===== src/rtl/dm_arbiter_pkg.sv =====
// Shared constants for the data-memory arbiter: FSM state encoding,
// byte-to-word shift and the default word width.
package dm_arbiter_pkg;

  localparam int WORD_WIDTH = 32;
  localparam int BYTE_SHIFT = 2;

  typedef enum logic [1:0] {
    ST_IDLE   = 2'd0,
    ST_ACCESS = 2'd1,
    ST_RESP   = 2'd2
  } state_e;

endpackage


===== src/rtl/dm_arb_pick.sv =====
// Combinational 2-way winner select for the data-memory arbiter.
// Optional feature macro: DM_ARB_RR_EN (round-robin on ties when defined,
// fixed priority to port 0 otherwise).
module dm_arb_pick (
  input  logic [1:0] i_req,
  input  logic       i_last_grant,
  output logic       o_valid,
  output logic       o_grant
);

  assign o_valid = |i_req;

`ifdef DM_ARB_RR_EN
  // On a tie the port that was not granted last wins; a lone requester always wins.
  always_comb begin
    if (i_req == 2'b11) begin
      o_grant = ~i_last_grant;
    end else begin
      o_grant = i_req[1];
    end
  end
`else
  // Fixed priority: port 1 wins only when port 0 is not requesting.
  assign o_grant = i_req[1] & ~i_req[0];

  logic w_unused_last_grant;
  assign w_unused_last_grant = i_last_grant;
`endif

endmodule


===== src/rtl/dm_arbiter.sv =====
// Two-port arbiter in front of the single-port data memory (synchronous
// write, combinational read, word-indexed). Port 0 is the CPU MEM stage,
// port 1 the loader/debug port. Each access takes IDLE -> ACCESS -> RESP.
// Optional feature macro: DM_ARB_RR_EN (round-robin tie break).
module dm_arbiter #(
  parameter int MEM_SIZE   = 128,
  parameter int WORD_WIDTH = dm_arbiter_pkg::WORD_WIDTH,
  parameter int IDX_W      = $clog2(MEM_SIZE)
) (
  input  logic                  clk,
  input  logic                  reset,
  input  logic                  p0_req,
  input  logic                  p0_we,
  input  logic [WORD_WIDTH-1:0] p0_addr,
  input  logic [WORD_WIDTH-1:0] p0_wdata,
  input  logic                  p1_req,
  input  logic                  p1_we,
  input  logic [WORD_WIDTH-1:0] p1_addr,
  input  logic [WORD_WIDTH-1:0] p1_wdata,
  output logic                  p0_ack,
  output logic                  p0_err,
  output logic [WORD_WIDTH-1:0] p0_rdata,
  output logic                  p1_ack,
  output logic                  p1_err,
  output logic [WORD_WIDTH-1:0] p1_rdata,
  output logic [WORD_WIDTH-1:0] dm_addr,
  output logic [WORD_WIDTH-1:0] dm_wdata,
  output logic                  dm_we,
  output logic                  dm_re,
  input  logic [WORD_WIDTH-1:0] dm_rdata
);

  import dm_arbiter_pkg::*;

  state_e                r_state;
  state_e                w_state_next;
  logic                  r_owner;
  logic                  r_we;
  logic                  r_err;
  logic [IDX_W-1:0]      r_word;
  logic [WORD_WIDTH-1:0] r_wdata;
  logic [WORD_WIDTH-1:0] r_p0_rdata;
  logic [WORD_WIDTH-1:0] r_p1_rdata;

  logic                  w_grant_valid;
  logic                  w_grant;
  logic                  w_last_grant;
  logic                  w_sel_we;
  logic [WORD_WIDTH-1:0] w_sel_addr;
  logic [WORD_WIDTH-1:0] w_sel_wdata;
  logic [WORD_WIDTH-1:0] w_sel_word;
  logic                  w_sel_err;
  logic                  w_take;

  dm_arb_pick u_pick (
    .i_req        ({p1_req, p0_req}),
    .i_last_grant (w_last_grant),
    .o_valid      (w_grant_valid),
    .o_grant      (w_grant)
  );

  // The winner's request is what gets latched; the error is decided once, at grant.
  assign w_sel_we    = w_grant ? p1_we    : p0_we;
  assign w_sel_addr  = w_grant ? p1_addr  : p0_addr;
  assign w_sel_wdata = w_grant ? p1_wdata : p0_wdata;
  assign w_sel_word  = w_sel_addr >> BYTE_SHIFT;
  assign w_sel_err   = (w_sel_addr[BYTE_SHIFT-1:0] != '0) ||
                       (w_sel_word >= WORD_WIDTH'(MEM_SIZE));
  assign w_take      = (r_state == ST_IDLE) && w_grant_valid;

`ifdef DM_ARB_RR_EN
  logic r_last_grant;

  // Remember which port won the most recent grant for the tie break.
  always_ff @(posedge clk or posedge reset) begin
    if (reset) begin
      r_last_grant <= 1'b0;
    end else if (w_take) begin
      r_last_grant <= w_grant;
    end
  end

  assign w_last_grant = r_last_grant;
`else
  assign w_last_grant = 1'b0;
`endif

  // State register.
  // NOTE: clocked state uses non-blocking assignments so every flop samples pre-edge values.
  always_ff @(posedge clk or posedge reset) begin
    if (reset) begin
      r_state <= ST_IDLE;
    end else begin
      r_state <= w_state_next;
    end
  end

  // Latch the granted request in IDLE; capture read data at the close of ACCESS.
  always_ff @(posedge clk or posedge reset) begin
    if (reset) begin
      r_owner    <= 1'b0;
      r_we       <= 1'b0;
      r_err      <= 1'b0;
      r_word     <= '0;
      r_wdata    <= '0;
      r_p0_rdata <= '0;
      r_p1_rdata <= '0;
    end else begin
      if (w_take) begin
        r_owner <= w_grant;
        r_we    <= w_sel_we;
        r_err   <= w_sel_err;
        r_word  <= w_sel_word[IDX_W-1:0];
        r_wdata <= w_sel_wdata;
      end
      if ((r_state == ST_ACCESS) && !r_we && !r_err) begin
        if (r_owner) begin
          r_p1_rdata <= dm_rdata;
        end else begin
          r_p0_rdata <= dm_rdata;
        end
      end
    end
  end

  // Next state and strobes; memory strobes exist only in ACCESS, acks only in RESP.
  // NOTE: every output of this block gets a default first, so no path can infer a latch.
  always_comb begin
    w_state_next = r_state;
    dm_we        = 1'b0;
    dm_re        = 1'b0;
    p0_ack       = 1'b0;
    p0_err       = 1'b0;
    p1_ack       = 1'b0;
    p1_err       = 1'b0;
    case (r_state)
      ST_IDLE: begin
        if (w_grant_valid) begin
          w_state_next = ST_ACCESS;
        end
      end
      ST_ACCESS: begin
        dm_we        = r_we & ~r_err;
        dm_re        = ~r_we & ~r_err;
        w_state_next = ST_RESP;
      end
      ST_RESP: begin
        if (r_owner) begin
          p1_ack = 1'b1;
          p1_err = r_err;
        end else begin
          p0_ack = 1'b1;
          p0_err = r_err;
        end
        w_state_next = ST_IDLE;
      end
      default: begin
        w_state_next = ST_IDLE;
      end
    endcase
  end

  // Address and write data hold their last latched values outside ACCESS.
  assign dm_addr  = WORD_WIDTH'(r_word);
  assign dm_wdata = r_wdata;
  assign p0_rdata = r_p0_rdata;
  assign p1_rdata = r_p1_rdata;

endmodule


===== config.mk =====
export PLATFORM = sky130hd
export DESIGN_NAME = dm_arbiter
export DESIGN_NICKNAME = d
export VERILOG_FILES = /design/src/rtl/dm_arbiter_pkg.sv /design/src/rtl/dm_arb_pick.sv /design/src/rtl/dm_arbiter.sv
export SDC_FILE = /design/constraint.sdc
export NUM_CORES = 1
export LEC_CHECK = 0
export CAP_MARGIN = 40
export CORE_MARGIN = 5
export CORE_UTILIZATION = 33
export CTS_BUF_LIST = sky130_fd_sc_hd__clkbuf_16
export DETAILED_ROUTE_END_ITERATION = 10
export PLACE_DENSITY = 0.73
export SYNTH_ARGS = -nofsm -noshare
export SYNTH_HDL_FRONTEND = slang
export SYNTH_HIERARCHICAL = 1
export SYNTH_SLANG_ARGS = --single-unit

===== constraint.sdc =====
create_clock -name clk -period 3.93 [get_ports clk]
set_clock_uncertainty 0.1 [all_clocks]
set_input_delay 0.786 -clock clk [delete_from_list [all_inputs] [get_ports clk]]
set_output_delay 0.786 -clock clk [all_outputs]
set_load 0.02 [all_outputs]

Run 1, routed metal, one color a layer:
Only two layers are drawn.
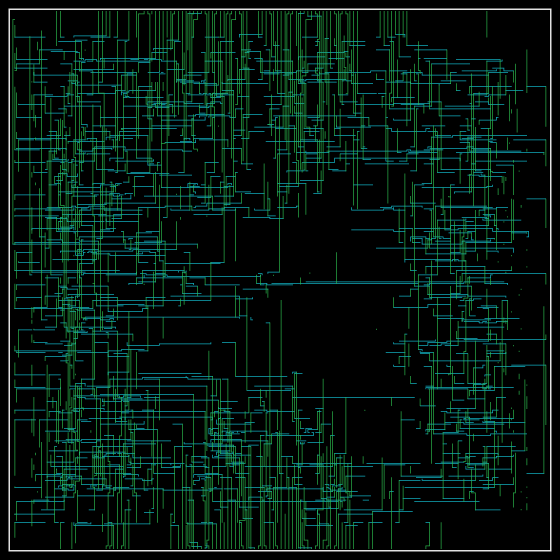
layer	color	wire length
metal 2	green	7740 microns
metal 1	cyan	5520 microns

Run 1, selected gate families:
The bar under the picture is 50 microns long.
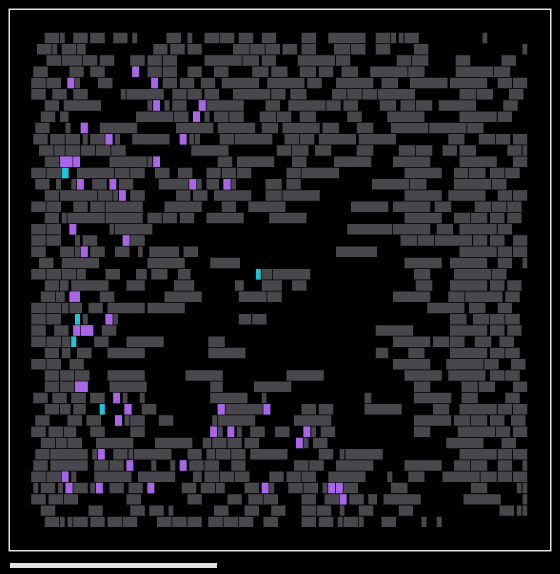
family	color	cells
inverting AOI/OAI gates	purple	45
NAND gates	cyan	5

Run 1, clock nets:
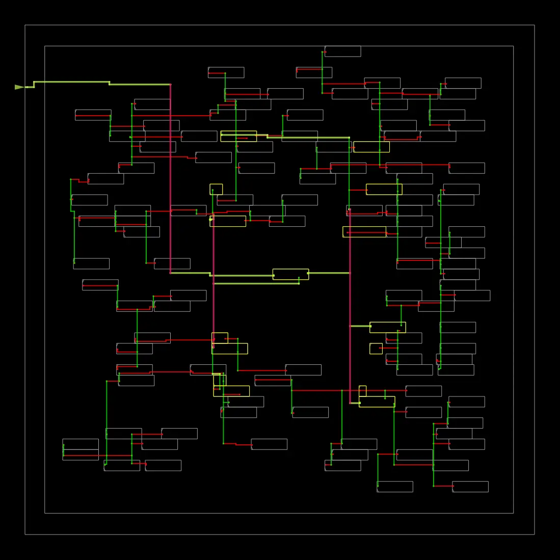
clock group total power: 0.908 mW
# clock sinks: 108

Run 1, pin placement:
Pins as bars across the die edge, other pins in gray.
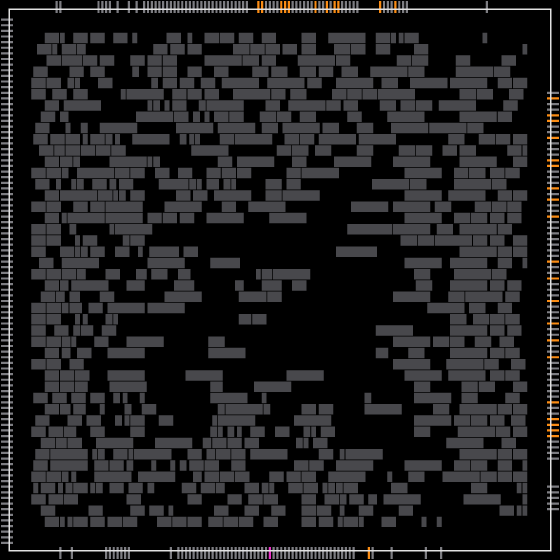
port	color	pins	direction	edge
`dm_we`	magenta	1	output	south
`dm_rdata`	orange	32	input	20 east, 11 north, 1 south

==> results.sh, run 1 <==
# implementation run metrics
export IMPL_cts_inserted_buffers=9
export IMPL_yosysWarningCount=6
export IMPL_comb_share=0.237
export IMPL_buffers=279
export IMPL_maxSlewHeadroom=0.522
export IMPL_p_sw_mw=1.36
export IMPL_ir_worst_vdd_mv=0.397
export IMPL_p_seq_frac=0.385
export IMPL_period_used=0.707
export IMPL_power_total_mw=3.97
export IMPL_power_leader="combinational cells"
export IMPL_r2r_end="p0_rdata[27]"
export IMPL_combinationalPowerShare=0.387
export IMPL_die_area_sq_um=17000
export IMPL_hold_class="reg -> reg"
export IMPL_wl_met2_mm=7.74
export IMPL_core_sq_um=14400
export IMPL_ys_async_sr_fraction=1.00
export IMPL_synthAoiAreaFrac=0.0520
export IMPL_hold_viol=0
export IMPL_critPathCapture="p0_err"
export IMPL_syn_cell_area_sq_um=4790
export IMPL_hold_path_end="p0_rdata[3]"
export IMPL_drt_wl_total_mm=15.0
export IMPL_final_area_sq_um=7960
export IMPL_top_cell="dfrtp_1"
export IMPL_worst_slack_ps=1150
export IMPL_syn_to_final_growth_pct=66.1
export IMPL_grt_max_degree=82
export IMPL_pg_comb_mw=1.54
export IMPL_fin_cells=838
export IMPL_clkLatencyLatePin_ps=340
export IMPL_status="finished, final reports clean"
export IMPL_cts_tree="done"
export IMPL_top_layer="met4"
export IMPL_lay_top_count="clkdlybuf4s50_1"
export IMPL_synth_chip_area_sq_um=4790
export IMPL_hold_worst_slack_ps=401
export IMPL_ff_type="dfrtp_1"
export IMPL_p_clk_frac=0.229
export IMPL_dp_hpwl_mm=11.9
export IMPL_flop_area_sq_um=2700
export IMPL_critPathBufInv=1
export IMPL_drv_slew=0
export IMPL_htree_levels=3
export IMPL_post_route_util=0.554
export IMPL_largest_cell_class="buffers"
export IMPL_hp_start="p0_rdata[3]"
export IMPL_critPathMaxStageDelay_ps=620
export IMPL_mux_area_frac=0.236
export IMPL_edf_count=0
export IMPL_drv_cap=0
export IMPL_top_logic_kind="multiplexers"
export IMPL_n_fill_cell=1211
export IMPL_post_dp_cell_area_sq_um=7660
export IMPL_fin_nets=816
export IMPL_synthDistinctLibCells=31
export IMPL_criticalPathCategory="reg -> out"
export IMPL_crit_slowest_cell="clkdlybuf4s50_1"
export IMPL_fp_util=0.334
export IMPL_netlist_area_leader_share=0.564
export IMPL_postSynthAreaPerCell_sq_um=12.5
export IMPL_ys_cells=382
export IMPL_dp_cells=823
export IMPL_cts_root_buf="clkbuf_16"
export IMPL_fp_dieW_microns=131
export IMPL_ctsResizeCount=0
export IMPL_ys_seq_frac=0.564
export IMPL_rrSetupSlack_ps=1850
export IMPL_path_clk_slew_ps=70
export IMPL_cp_num_cells=3
export IMPL_met3_usage=0.0557
export IMPL_drtPass1Iterations=4
export IMPL_nWellTaps=184
export IMPL_worst_setup_path_startpoint="r_owner"
export IMPL_use_met2=0.295
export IMPL_via_per_inst=4.69
export IMPL_inv_count=1
export IMPL_cts_buffer_depth=2
export IMPL_synth_flops=108
export IMPL_drtIter0Drc=117
export IMPL_fp_row_count=44
export IMPL_p_per_area_nw_per_um2=499
export IMPL_ant_nets=0
export IMPL_grt_antenna_before_repair=0
export IMPL_hold_depth=1
export IMPL_grt_pass1_wl_mm=21.7
export IMPL_die_height_microns=131
export IMPL_seq_area_frac=0.340
export IMPL_n_sequential_cell=108
==> run 2, diff against run 1 <==
==> constraint.sdc (replaced) <==
create_clock -name clk -period 2.32 [get_ports clk]
set_clock_uncertainty 0.1 [all_clocks]
set_input_delay 0.464 -clock clk [delete_from_list [all_inputs] [get_ports clk]]
set_output_delay 0.464 -clock clk [all_outputs]
set_load 0.02 [all_outputs]
Run 2, sequential cells colored by netlist name:
The bar under the picture is 50 microns long.
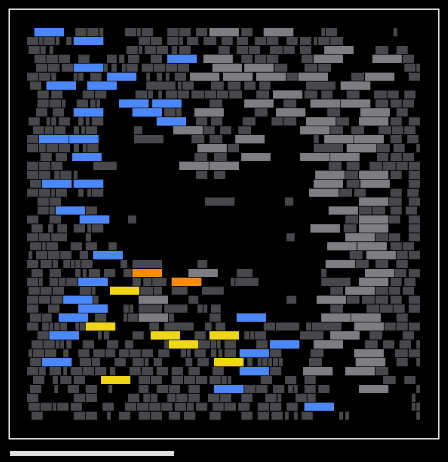
netlist name	color	sequential cells
`r_word`	yellow	7
`r_state`	orange	2
`dm_wdata`	blue	32
not colored	67

==> run 2 against run 1 <==
Net effect: non-clock buffer count rose by 9; critical path depth fell by 1; combinational power rose by 74%; area after synthesis did not move; total power rose by 67%; final area rose by 0.61%; flip-flop count did not move; first-iteration DRC count rose by 21%; critical endpoint is now p1_ack; register-to-register slack got worse by 1400 ps; wire length fell by 2.7%.
==> results.sh, run 2 <==
# implementation run metrics
export IMPL_pg_clk_mw=1.40
export IMPL_met3_usage=0.0581
export IMPL_mux_area_frac=0.236
export IMPL_power_total_mw=6.64
export IMPL_hold_worst_slack_ps=315
export IMPL_post_dp_cell_area_sq_um=7740
export IMPL_grt_max_degree=61
export IMPL_fin_nets=825
export IMPL_worst_setup_path_startpoint="r_owner"
export IMPL_lay_top_count="clkdlybuf4s50_1"
export IMPL_cts_inserted_buffers=9
export IMPL_crit_slowest_cell="clkdlybuf4s50_1"
export IMPL_dp_hpwl_mm=11.9
export IMPL_drt_wl_total_mm=14.5
export IMPL_cts_buffer_depth=2
export IMPL_p_seq_frac=0.387
export IMPL_combinationalPowerShare=0.403
export IMPL_cts_root_buf="clkbuf_16"
export IMPL_overflow=0
export IMPL_top_cell="dfrtp_1"
export IMPL_flop_area_sq_um=2700
export IMPL_use_met2=0.291
export IMPL_drv_slew=0
export IMPL_fp_row_count=44
export IMPL_drv_cap=0
export IMPL_power_leader="combinational cells"
export IMPL_clkLatencyLatePin_ps=340
export IMPL_cp_num_cells=2
export IMPL_postSynthAreaPerCell_sq_um=12.5
export IMPL_clock_sinks=108
export IMPL_drtPass1Iterations=4
export IMPL_core_sq_um=14400
export IMPL_dp_cells=832
export IMPL_htree_levels=3
export IMPL_synth_chip_area_sq_um=4790
export IMPL_synthDistinctLibCells=31
export IMPL_clkCellAreaFrac=0.0334
export IMPL_fp_util=0.334
export IMPL_cts_tree="done"
export IMPL_die_height_microns=131
export IMPL_n_sequential_cell=108
export IMPL_status="finished, final reports clean"
export IMPL_final_area_sq_um=8010
export IMPL_critPathCapture="p1_ack"
export IMPL_fp_dieW_microns=131
export IMPL_ff_type="dfrtp_1"
export IMPL_p_sw_mw=2.28
export IMPL_inv_count=1
export IMPL_pg_comb_mw=2.68
export IMPL_drtIter0Drc=142
export IMPL_critPathMaxStageDelay_ps=630
export IMPL_ys_async_sr_fraction=1.00
export IMPL_rsz0062_at_grt="false"
export IMPL_netlist_area_leader_share=0.564
export IMPL_yosysWarningCount=6
export IMPL_grt_pass1_wl_mm=21.6
export IMPL_via_per_inst=4.59
export IMPL_top_logic_kind="multiplexers"
export IMPL_syn_cell_area_sq_um=4790
export IMPL_largest_cell_class="buffers"
export IMPL_ant_nets=0
export IMPL_die_area_sq_um=17000
export IMPL_grt_antenna_before_repair=0
export IMPL_r2r_end="p0_rdata[17]"
export IMPL_p_per_area_nw_per_um2=830
export IMPL_rrSetupSlack_ps=410
export IMPL_fin_cells=848
export IMPL_synthAoiAreaFrac=0.0520
export IMPL_critPathBufInv=1
export IMPL_edf_count=0
export IMPL_hold_class="in -> async"
export IMPL_buffers=288
export IMPL_worst_slack_ps=126
export IMPL_criticalPathCategory="reg -> out"
export IMPL_syn_to_final_growth_pct=67.1
export IMPL_hold_viol=0
export IMPL_ys_seq_frac=0.564
export IMPL_p_clk_frac=0.210
export IMPL_period_used=0.946
export IMPL_path_clk_slew_ps=70
export IMPL_power_internal_mw=4.37
export IMPL_post_route_util=0.557
export IMPL_comb_share=0.235
export IMPL_synth_flops=108
export IMPL_ys_cells=382
export IMPL_n_fill_cell=1212
export IMPL_wl_met2_mm=7.46
export IMPL_nWellTaps=184
==> run 3, diff against run 2 <==
--- a/config.mk
+++ b/config.mk
@@ -6,12 +6,11 @@
 export NUM_CORES = 1
 export LEC_CHECK = 0
 export CAP_MARGIN = 40
-export CORE_MARGIN = 5
+export CORE_MARGIN = 8
 export CORE_UTILIZATION = 33
 export CTS_BUF_LIST = sky130_fd_sc_hd__clkbuf_16
 export DETAILED_ROUTE_END_ITERATION = 10
-export PLACE_DENSITY = 0.73
+export PLACE_DENSITY = 0.74
 export SYNTH_ARGS = -nofsm -noshare
 export SYNTH_HDL_FRONTEND = slang
-export SYNTH_HIERARCHICAL = 1
 export SYNTH_SLANG_ARGS = --single-unit
Run 3, pin placement:
Pins as bars across the die edge, other pins in gray.
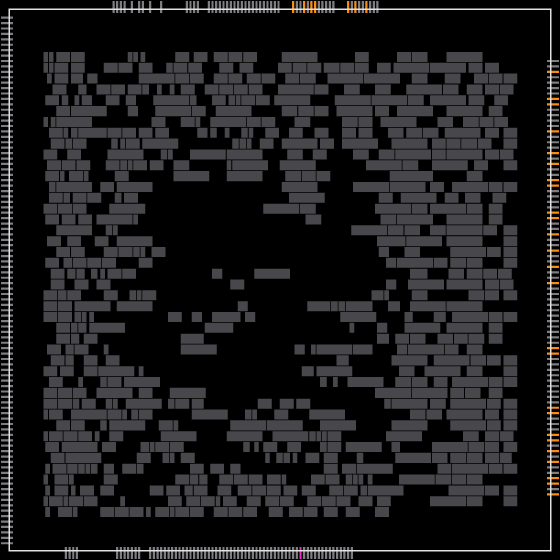
port	color	pins	direction	edge
`dm_rdata`	orange	32	input	25 east, 7 north
`dm_we`	magenta	1	output	south

==> run 3 against run 2 <==
Net effect: hold slack gained 67 ps; first-iteration DRC count rose by 5.6%; flip-flop count did not move; largest cell class unchanged; via count shrank 1.4%; sequential power hardly changed; global-route usage increased by 0.68 points.
==> results.sh, run 3 <==
# implementation run metrics
export IMPL_netlist_area_leader_share=0.573
export IMPL_lay_top_count="clkdlybuf4s50_1"
export IMPL_worst_setup_path_startpoint="r_state[0]"
export IMPL_ctsResizeCount=4
export IMPL_seq_area_frac=0.339
export IMPL_yosysWarningCount=0
export IMPL_top_cell="dfrtp_1"
export IMPL_mux_area_frac=0.238
export IMPL_rrSetupSlack_ps=530
export IMPL_path_clk_slew_ps=70
export IMPL_period_used=0.955
export IMPL_p_clk_frac=0.231
export IMPL_hold_class="reg -> reg"
export IMPL_ir_worst_vdd_mv=0.512
export IMPL_ant_nets=0
export IMPL_cts_inserted_buffers=9
export IMPL_pg_clk_mw=1.58
export IMPL_p_per_area_nw_per_um2=859
export IMPL_synthDistinctLibCells=28
export IMPL_fp_util=0.338
export IMPL_clkCellAreaFrac=0.0391
export IMPL_drv_slew=0
export IMPL_hold_depth=2
export IMPL_synth_flops=108
export IMPL_drtIter0Drc=150
export IMPL_combinationalPowerShare=0.390
export IMPL_use_met2=0.301
export IMPL_syn_cell_area_sq_um=4720
export IMPL_fin_nets=821
export IMPL_ys_cells=376
export IMPL_rsz0062_at_grt="false"
export IMPL_postSynthAreaPerCell_sq_um=12.5
export IMPL_buffers=289
export IMPL_die_height_microns=136
export IMPL_edf_count=0
export IMPL_pg_comb_mw=2.67
export IMPL_ys_seq_frac=0.573
export IMPL_cts_buffer_depth=2
export IMPL_criticalPathCategory="reg -> out"
export IMPL_clock_sinks=108
export IMPL_drv_cap=0
export IMPL_hp_start="dm_wdata[17]"
export IMPL_n_sequential_cell=108
export IMPL_cts_tree="done"
export IMPL_grt_antenna_before_repair=0
export IMPL_cp_num_cells=2
export IMPL_fin_cells=840
export IMPL_power_total_mw=6.85
export IMPL_post_dp_cell_area_sq_um=7660
export IMPL_synth_chip_area_sq_um=4720
export IMPL_inv_count=3
export IMPL_syn_to_final_growth_pct=69.0
export IMPL_grt_max_degree=57
export IMPL_hold_worst_slack_ps=382
export IMPL_hold_path_end="dm_wdata[17]"
export IMPL_core_sq_um=13900
export IMPL_critPathCapture="p1_ack"
export IMPL_status="finished, final reports clean"
export IMPL_critPathMaxStageDelay_ps=640
export IMPL_met3_usage=0.0757
export IMPL_drt_wl_total_mm=16.1
Power figures rest on the tool's default switching activity, not on a simulated workload.
